$ cat config.mk
export PLATFORM = sky130hd
export DESIGN_NAME = fetch_stage
export DESIGN_NICKNAME = d
export VERILOG_FILES = /design/src/rtl/fetch_stage_pkg.sv /design/src/rtl/fetch_stage_pipe_reg.sv /design/src/rtl/fetch_stage.sv
export SDC_FILE = /design/constraint.sdc
export NUM_CORES = 1
export LEC_CHECK = 0
export CAP_MARGIN = 0
export CORE_ASPECT_RATIO = 1.5
export CORE_MARGIN = 2
export CORE_UTILIZATION = 45
export CTS_BUF_LIST = sky130_fd_sc_hd__clkbuf_2
export DETAILED_ROUTE_END_ITERATION = 7
export MAX_ROUTING_LAYER = met4
export PLACE_DENSITY = 0.88
export SLEW_MARGIN = 20
export SYNTH_ARGS = -nofsm -noshare
export SYNTH_HDL_FRONTEND = slang
export SYNTH_SLANG_ARGS = --single-unit
$ cat constraint.sdc
create_clock -name clk -period 4.3 [get_ports clk]
set_input_delay 0.645 -clock clk [delete_from_list [all_inputs] [get_ports clk]]
set_output_delay 0.645 -clock clk [all_outputs]
set_load 0.01 [all_outputs]
$ cat src/rtl/fetch_stage_pkg.sv
// Shared pipeline definitions for the fetch stage and IF/ID register.
// The IF/ID register is carried as one packed struct so it can be held and cleared as a unit.
package fetch_stage_pkg;
   localparam int XLEN = 32;
   localparam logic [XLEN-1:0] PC_STEP  = 32'd4;
   localparam logic [XLEN-1:0] NOP_INST = 32'h0000_0000;

   localparam int IFID_INST_W  = XLEN;
   localparam int IFID_PC4_W   = XLEN;
   localparam int IFID_VALID_W = 1;

   typedef struct packed {
      logic [IFID_VALID_W-1:0] valid;
      logic [IFID_PC4_W-1:0]   pc4;
      logic [IFID_INST_W-1:0]  inst;
   } ifIdT;

   localparam int IFID_W = $bits(ifIdT);
endpackage

$ cat src/rtl/fetch_stage_pipe_reg.sv
// Width-parameterised pipeline register: async active-low reset, load enable, sync clear.
// Clear only takes effect when the register is enabled, so a held stage cannot be squashed.
module pipe_reg #(
   parameter int WIDTH = 32
) (
   input  logic             clk,
   input  logic             rst_n,
   input  logic             en,
   input  logic             clr,
   input  logic [WIDTH-1:0] d,
   output logic [WIDTH-1:0] q
);
   always_ff @(posedge clk or negedge rst_n) begin
      if (!rst_n)   q <= '0;
      else if (en)  q <= clr ? '0 : d;
   end
endmodule

$ cat src/rtl/fetch_stage.sv
// Instruction fetch stage: PC register, IF/ID pipeline register, optional stall counter.
// Define STALL_CNT_EN to build the saturating stall counter; otherwise StallCount reads 0.
module fetch_stage
   import fetch_stage_pkg::*;
#(
   parameter logic [31:0] RESET_PC = 32'h0000_0000,
   parameter int          CNT_W    = 16
) (
   input  logic             clk,
   input  logic             rst_n,
   input  logic             PcWrite,
   input  logic             IF_ID_Write,
   input  logic             Flush,
   input  logic [31:0]      BranchTarget,
   input  logic [31:0]      InstIn,
   output logic [31:0]      PcOut,
   output logic [31:0]      IF_ID_Pc4,
   output logic [31:0]      IF_ID_Inst,
   output logic             IF_ID_Valid,
   output logic [CNT_W-1:0] StallCount
);
   logic [XLEN-1:0] pc;
   logic [XLEN-1:0] pcPlus4;
   ifIdT            ifIdD;
   ifIdT            ifIdQ;

   assign pcPlus4 = pc + PC_STEP;

   // A stalled PC swallows any flush; the hazard unit re-presents the branch later.
   always_ff @(posedge clk or negedge rst_n) begin
      if (!rst_n)       pc <= RESET_PC;
      else if (PcWrite) pc <= Flush ? BranchTarget : pcPlus4;
   end

   assign ifIdD.valid = 1'b1;
   assign ifIdD.pc4   = pcPlus4;
   assign ifIdD.inst  = InstIn;

   // Clearing yields inst = NOP_INST (all zero), pc4 = 0, valid = 0.
   pipe_reg #(.WIDTH(IFID_W)) uIfId (
      .clk   (clk),
      .rst_n (rst_n),
      .en    (IF_ID_Write),
      .clr   (Flush & PcWrite),
      .d     (ifIdD),
      .q     (ifIdQ)
   );

   assign PcOut       = pc;
   assign IF_ID_Pc4   = ifIdQ.pc4;
   assign IF_ID_Inst  = ifIdQ.inst;
   assign IF_ID_Valid = ifIdQ.valid;

`ifdef STALL_CNT_EN
   logic [CNT_W-1:0] stallCnt;

   always_ff @(posedge clk or negedge rst_n) begin
      if (!rst_n)                          stallCnt <= '0;
      else if (!PcWrite && stallCnt != '1) stallCnt <= stallCnt + CNT_W'(1);
   end

   assign StallCount = stallCnt;
`else
   assign StallCount = '0;
`endif
endmodule
==> Implementation_results.wiki <==
== Run summary ==
{| class="wikitable"
! Metric !! Value
|-
| Transition time at the pin with the least slew margin || 0.934 ns
|-
| Fraction of area in multi-input gates || 35.7%
|-
| Most frequent cell after synthesis || sky130_fd_sc_hd__dfrtp_1
|-
| Final worst path period need || 2.61 ns
|-
| Post-DR wirelength/cell || 18.9 um
|-
| CTS tree || done
|-
| Async set-reset flop share out of synthesis || 100%
|-
| Layout buffering overhead excluding clock cells || 24.5%
|-
| Final Max Slew Viols || 0
|-
| DRT iter0 DRCs || 617
|-
| Final worst slack || 1.69 ns
|-
| Number of flip-flops in the largest register || 65
|-
| Highest routing layer actually used || met4
|-
| Largest cell class || logic gates
|-
| Adder Area Share || 0.237%
|-
| Outcome || completed
|-
| Largest family of logic cells by area || AND-OR/OR-AND gates
|-
| Synthesized registers || 97
|-
| Hold Crit Class || primary input to async pin
|-
| Die X || 92.5 um
|-
| Hold buffers post-CTS || 0
|-
| Post-Synth XOR/XNOR Area || 1.99%
|}
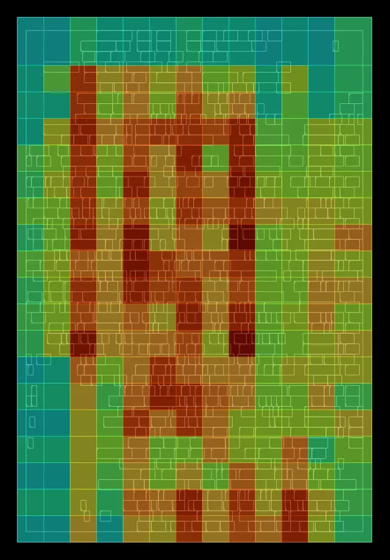
Figure 1: routing congestion map.
global-route usage over all layers: 26.3%
met1 routing resource usage after global routing: 32.5%
met2 GRT Util: 42.6%

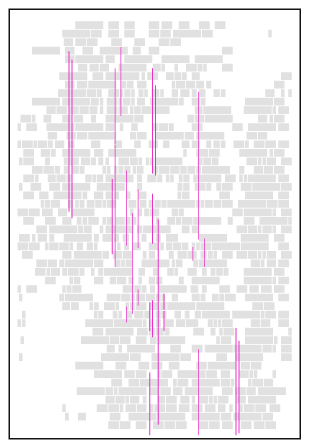
Figure 2: M4 wires.
Cells faint in the background.
share of all routed wire: 4.0%
wire length on this layer: 637 um
longest straight run: 65.3 um
nets with wire on the layer: 24
main direction: vertical

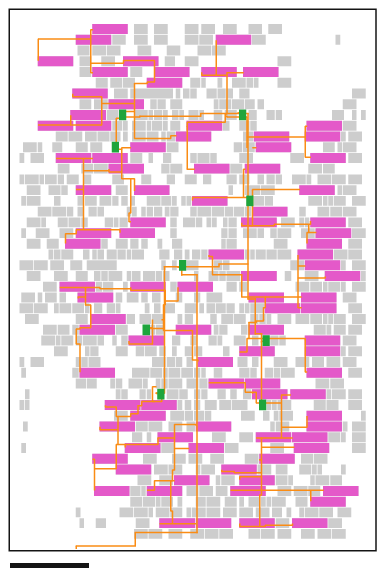
Figure 3: clock network drawn from the DEF.
Bar = 20 um.
[clock wires] orange | length: 1160 um
[clock-net drivers] green | count: 9
[flip-flops] magenta | count: 97
routed clock nets: 10
clock power share: 19.9%
Clock Power: 474 uW
setup skew after layout: 0.0312 ns

Power is estimated from default activity; no workload was simulated.
